<file path="config.mk">
export PLATFORM = sky130hd
export DESIGN_NAME = irq_dispatch
export DESIGN_NICKNAME = d
export VERILOG_FILES = /design/src/rtl/irq_pkg.sv /design/src/rtl/irq_prio_enc.sv /design/src/rtl/irq_dispatch.sv
export SDC_FILE = /design/constraint.sdc
export NUM_CORES = 1
export LEC_CHECK = 0
export CORE_UTILIZATION = 40
export CTS_BUF_LIST = sky130_fd_sc_hd__clkbuf_16
export DETAILED_ROUTE_END_ITERATION = 6
export HOLD_SLACK_MARGIN = 0.02
export PLACE_DENSITY = 0.87
export SLEW_MARGIN = 5
export SYNTH_ARGS = -nofsm -noshare
export SYNTH_HDL_FRONTEND = slang
export SYNTH_HIERARCHICAL = 1
export SYNTH_SLANG_ARGS = --single-unit
</file>
<file path="constraint.sdc">
create_clock -name boga1mhz -period 2.5 [get_ports boga1mhz]
set_input_delay 0.75 -clock boga1mhz [delete_from_list [all_inputs] [get_ports boga1mhz]]
set_output_delay 0.75 -clock boga1mhz [all_outputs]
set_load 0.01 [all_outputs]
</file>
<file path="src/rtl/irq_pkg.sv">
// Shared definitions for the interrupt dispatcher: dispatch sequence states
// and default sizing.
package irq_pkg;

    localparam int         IRQ_N_DEFAULT = 5;
    localparam logic [7:0] IRQ_VEC_BASE  = 8'h40;

    typedef enum logic [2:0] {
        ST_IDLE,
        ST_WAIT1,
        ST_WAIT2,
        ST_PUSH_HI,
        ST_PUSH_LO,
        ST_JUMP
    } irq_state_e;

endpackage

</file>
<file path="src/rtl/irq_prio_enc.sv">
// Fixed-priority encoder: lowest set request index wins, reported both
// one-hot and as a binary index.
module irq_prio_enc #(
    parameter int N     = 5,
    parameter int IDX_W = 3
) (
    input  logic [N-1:0]     req,
    output logic [N-1:0]     onehot,
    output logic [IDX_W-1:0] idx,
    output logic             valid
);

    // Scan from the top down so the lowest set index is the last one written.
    always_comb begin
        onehot = '0;
        idx    = '0;
        valid  = 1'b0;
        for (int i = N - 1; i >= 0; i--) begin
            if (req[i]) begin
                onehot    = '0;
                onehot[i] = 1'b1;
                idx       = IDX_W'(i);
                valid     = 1'b1;
            end
        end
    end

endmodule

</file>
<file path="src/rtl/irq_dispatch.sv">
// Interrupt dispatcher: IE register, master enable with delayed EI, and the
// fixed six-state push/jump sequence that vectors the CPU to a handler.
//
//   state      | meaning
//   -----------+--------------------------------------------------
//   ST_IDLE    | no dispatch; evaluate pending at instr boundary/HALT
//   ST_WAIT1   | first stall cycle, ime already cleared
//   ST_WAIT2   | second stall cycle
//   ST_PUSH_HI | push PC high byte
//   ST_PUSH_LO | push PC low byte; winner latched on leaving
//   ST_JUMP    | load PC with vector, acknowledge winner
module irq_dispatch
    import irq_pkg::*;
#(
    parameter int         N_IRQ    = IRQ_N_DEFAULT,
    parameter logic [7:0] VEC_BASE = IRQ_VEC_BASE
) (
    input  logic             boga1mhz,
    input  logic             reset,
    input  logic [N_IRQ-1:0] irq_trig,
    input  logic [7:0]       d_in,
    input  logic             ie_wr,
    output logic [N_IRQ-1:0] ie_q,
    input  logic             instr_done,
    input  logic             ei,
    input  logic             di,
    input  logic             reti,
    input  logic             halted,
    output logic [N_IRQ-1:0] irq_ack,
    output logic             busy,
    output logic             push_hi,
    output logic             push_lo,
    output logic             jump,
    output logic [7:0]       vector,
    output logic             wake,
    output logic             ime
);

    localparam int IDX_W = (N_IRQ > 1) ? $clog2(N_IRQ) : 1;

    irq_state_e       state_q, state_d;
    logic [N_IRQ-1:0] ie_d;
    logic [N_IRQ-1:0] pending;
    logic [N_IRQ-1:0] enc_oh;
    logic [IDX_W-1:0] enc_idx;
    logic             enc_valid;
    logic             any_pend;
    logic [N_IRQ-1:0] win_oh_q, win_oh_d;
    logic [IDX_W-1:0] win_idx_q, win_idx_d;
    logic             ime_q, ime_d;
    logic             ei_arm_q, ei_arm_d;
    logic             start;
    logic             strobe_ok;
    logic             out_en;
    logic [7:0]       win_vec;

    assign pending  = irq_trig & ie_q;
    assign any_pend = enc_valid;

    irq_prio_enc #(
        .N     (N_IRQ),
        .IDX_W (IDX_W)
    ) u_prio (
        .req    (pending),
        .onehot (enc_oh),
        .idx    (enc_idx),
        .valid  (enc_valid)
    );

    generate
        if (N_IRQ < 8) begin : g_d_in_spare
            logic unused_d_in;
            assign unused_d_in = ^d_in[7:N_IRQ];
        end
    endgenerate

    always_comb begin
        state_d = state_q;
        start   = 1'b0;
        case (state_q)
            ST_IDLE: begin
                if ((instr_done || halted) && ime_q && any_pend) begin
                    start   = 1'b1;
                    state_d = ST_WAIT1;
                end
            end
            ST_WAIT1:   state_d = ST_WAIT2;
            ST_WAIT2:   state_d = ST_PUSH_HI;
            ST_PUSH_HI: state_d = ST_PUSH_LO;
            ST_PUSH_LO: state_d = ST_JUMP;
            ST_JUMP:    state_d = ST_IDLE;
            default:    state_d = ST_IDLE;
        endcase
    end

    // ei/di/reti only count at an instruction boundary outside a dispatch.
    assign strobe_ok = instr_done && (state_q == ST_IDLE);

    always_comb begin
        ie_d      = ie_wr ? d_in[N_IRQ-1:0] : ie_q;
        ime_d     = ime_q;
        ei_arm_d  = ei_arm_q;
        win_oh_d  = win_oh_q;
        win_idx_d = win_idx_q;
        if (strobe_ok) begin
            if (di) begin
                ime_d    = 1'b0;
                ei_arm_d = 1'b0;
            end else begin
                if (ei_arm_q) begin
                    ime_d    = 1'b1;
                    ei_arm_d = 1'b0;
                end
                if (reti) begin
                    ime_d = 1'b1;
                end
                if (ei) begin
                    ei_arm_d = 1'b1;
                end
            end
        end
        if (start) begin
            ime_d = 1'b0;
        end
        if (state_q == ST_PUSH_LO) begin
            win_oh_d  = enc_oh;
            win_idx_d = enc_idx;
        end
    end

    always_ff @(posedge boga1mhz) begin
        if (reset) begin
            state_q   <= ST_IDLE;
            ie_q      <= '0;
            ime_q     <= 1'b0;
            ei_arm_q  <= 1'b0;
            win_oh_q  <= '0;
            win_idx_q <= '0;
        end else begin
            state_q   <= state_d;
            ie_q      <= ie_d;
            ime_q     <= ime_d;
            ei_arm_q  <= ei_arm_d;
            win_oh_q  <= win_oh_d;
            win_idx_q <= win_idx_d;
        end
    end

    // Strobes are held low while reset is asserted so an aborted dispatch
    // emits nothing in the reset cycle itself.
    assign out_en  = !reset;
    assign busy    = (state_q != ST_IDLE);
    assign push_hi = out_en && (state_q == ST_PUSH_HI);
    assign push_lo = out_en && (state_q == ST_PUSH_LO);
    assign jump    = out_en && (state_q == ST_JUMP);
    assign win_vec = VEC_BASE + (8'(win_idx_q) << 3);
    assign irq_ack = jump ? win_oh_q : '0;
    assign vector  = (jump && (|win_oh_q)) ? win_vec : 8'h00;
    assign wake    = halted && any_pend;
    assign ime     = ime_q;

endmodule

</file>
m3.png
(10 px per um) Cells faint in the background.
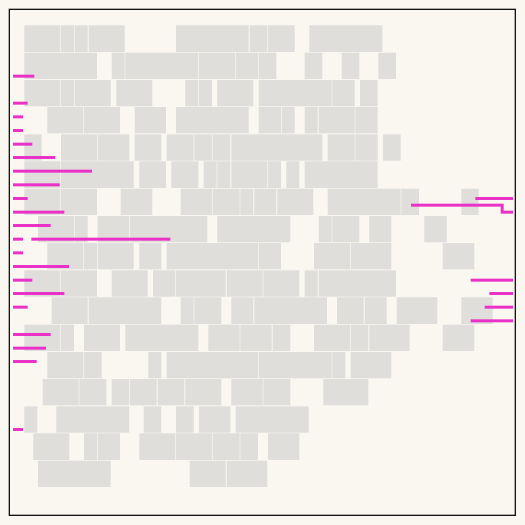
The wires run mostly horizontal. The layer carries 94.8 um of wire. 27 nets have wire on it. The layer holds 4.5% of the routed length. The longest straight run is 13.6 um.

m1.png
(6 px per um) Supply wires on this layer in gray.
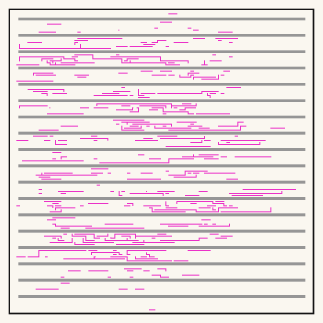
143 nets have wire on it. The layer carries 840 um of wire. The wires run mostly horizontal. The layer holds 40% of the routed length. The longest straight run is 15.2 um.

clock_nets.png
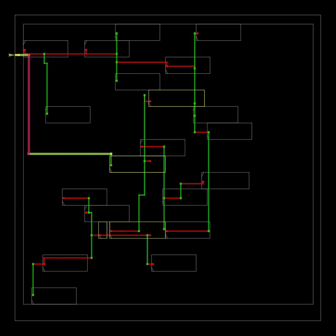
Clk power: 0.319 mW
Latency at later pin: 0.25 ns
Num CTS Buffers: 3
clk_skew: 0.00296 ns

util_map.png
(8 px per um) The die is cut into 10 by 10 equal tiles; white is low, dark blue is high, 0 to 100% covered.
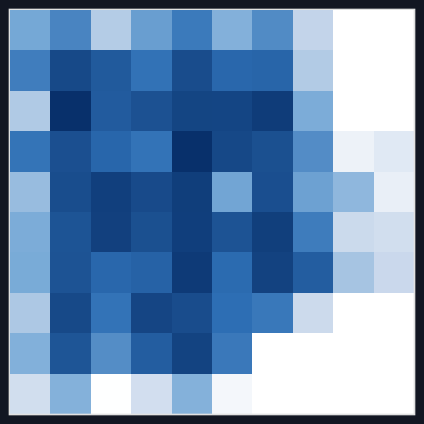
The mean over all tiles is 55%. The emptiest ninth of the die: bottom right. 17% of the tiles are nearly empty. The fullest tile reaches 100%.

==> impl_metrics.ini <==
; flow metrics
[place]
dp_hpwl_um = 1580

[layout]
logic_gate_count = 78
lay_top_count = clkdlybuf4s50_1
buf_share_pct = 28.6
area_growth_syn_to_layout_pct = 52.3
mostFrequentLayoutCells = clkdlybuf4s50_1, dfxtp_1, nor2_1, mux2i_1, and2_1
seq_area_um2 = 362
drive_gt1_share_pct = 24.8
final_area_um2 = 1430
clk_share_pct = 5.51

[clock_network]
cts_setup_buffers = 2
clk_pin_slew_worst_paths_ns = 0.05
ctsRootBufferMaster = clkbuf_16

[pwr]
switching_share_pct = 21.7
power_leader = the clock network
power.total_mw = 0.741
internal_power_mw = 0.580

[min_path]
hold_path_class = flop to flop
hold_start = ei_arm_q$_SDFFE_PP0P_

[yosys]
syn-mean-instance-area_um2 = 8.95
netlist_logic_family_top = simple AND/OR/NAND/NOR gates
simple_gate_area_share_pct = 31.8
top_area_cell = dfxtp_1
ys_warn_count = 6
ys_top_cells_by_count = dfxtp_1, nor2_1, and2_1, mux2i_1, buf_4
ys_ff = 18

[timing]
setup_ws_ns = 0.0246
finalHoldViolations = 0
fin_crit_ns = 2.48
drv_slew = 0
setup_viol = 0

[run_status]
status = completed

[setup_path]
startpoint = reset
endpoint_kind = output port
reg2reg_from = ie_q[0]$_SDFFE_PP0P_
cp.depth = 5
reg2reg_to = ime$_SDFFE_PP0P_
cp_slowest_stage_delay_ns = 0.32

[floorplan]
die_w_um = 50.5

[global_route]
grt_pass1_wl_um = 3590
met1_usage_pct = 21.5
grt_max_degree = 20
No activity file was given, so power comes from the tool's default toggle rates.
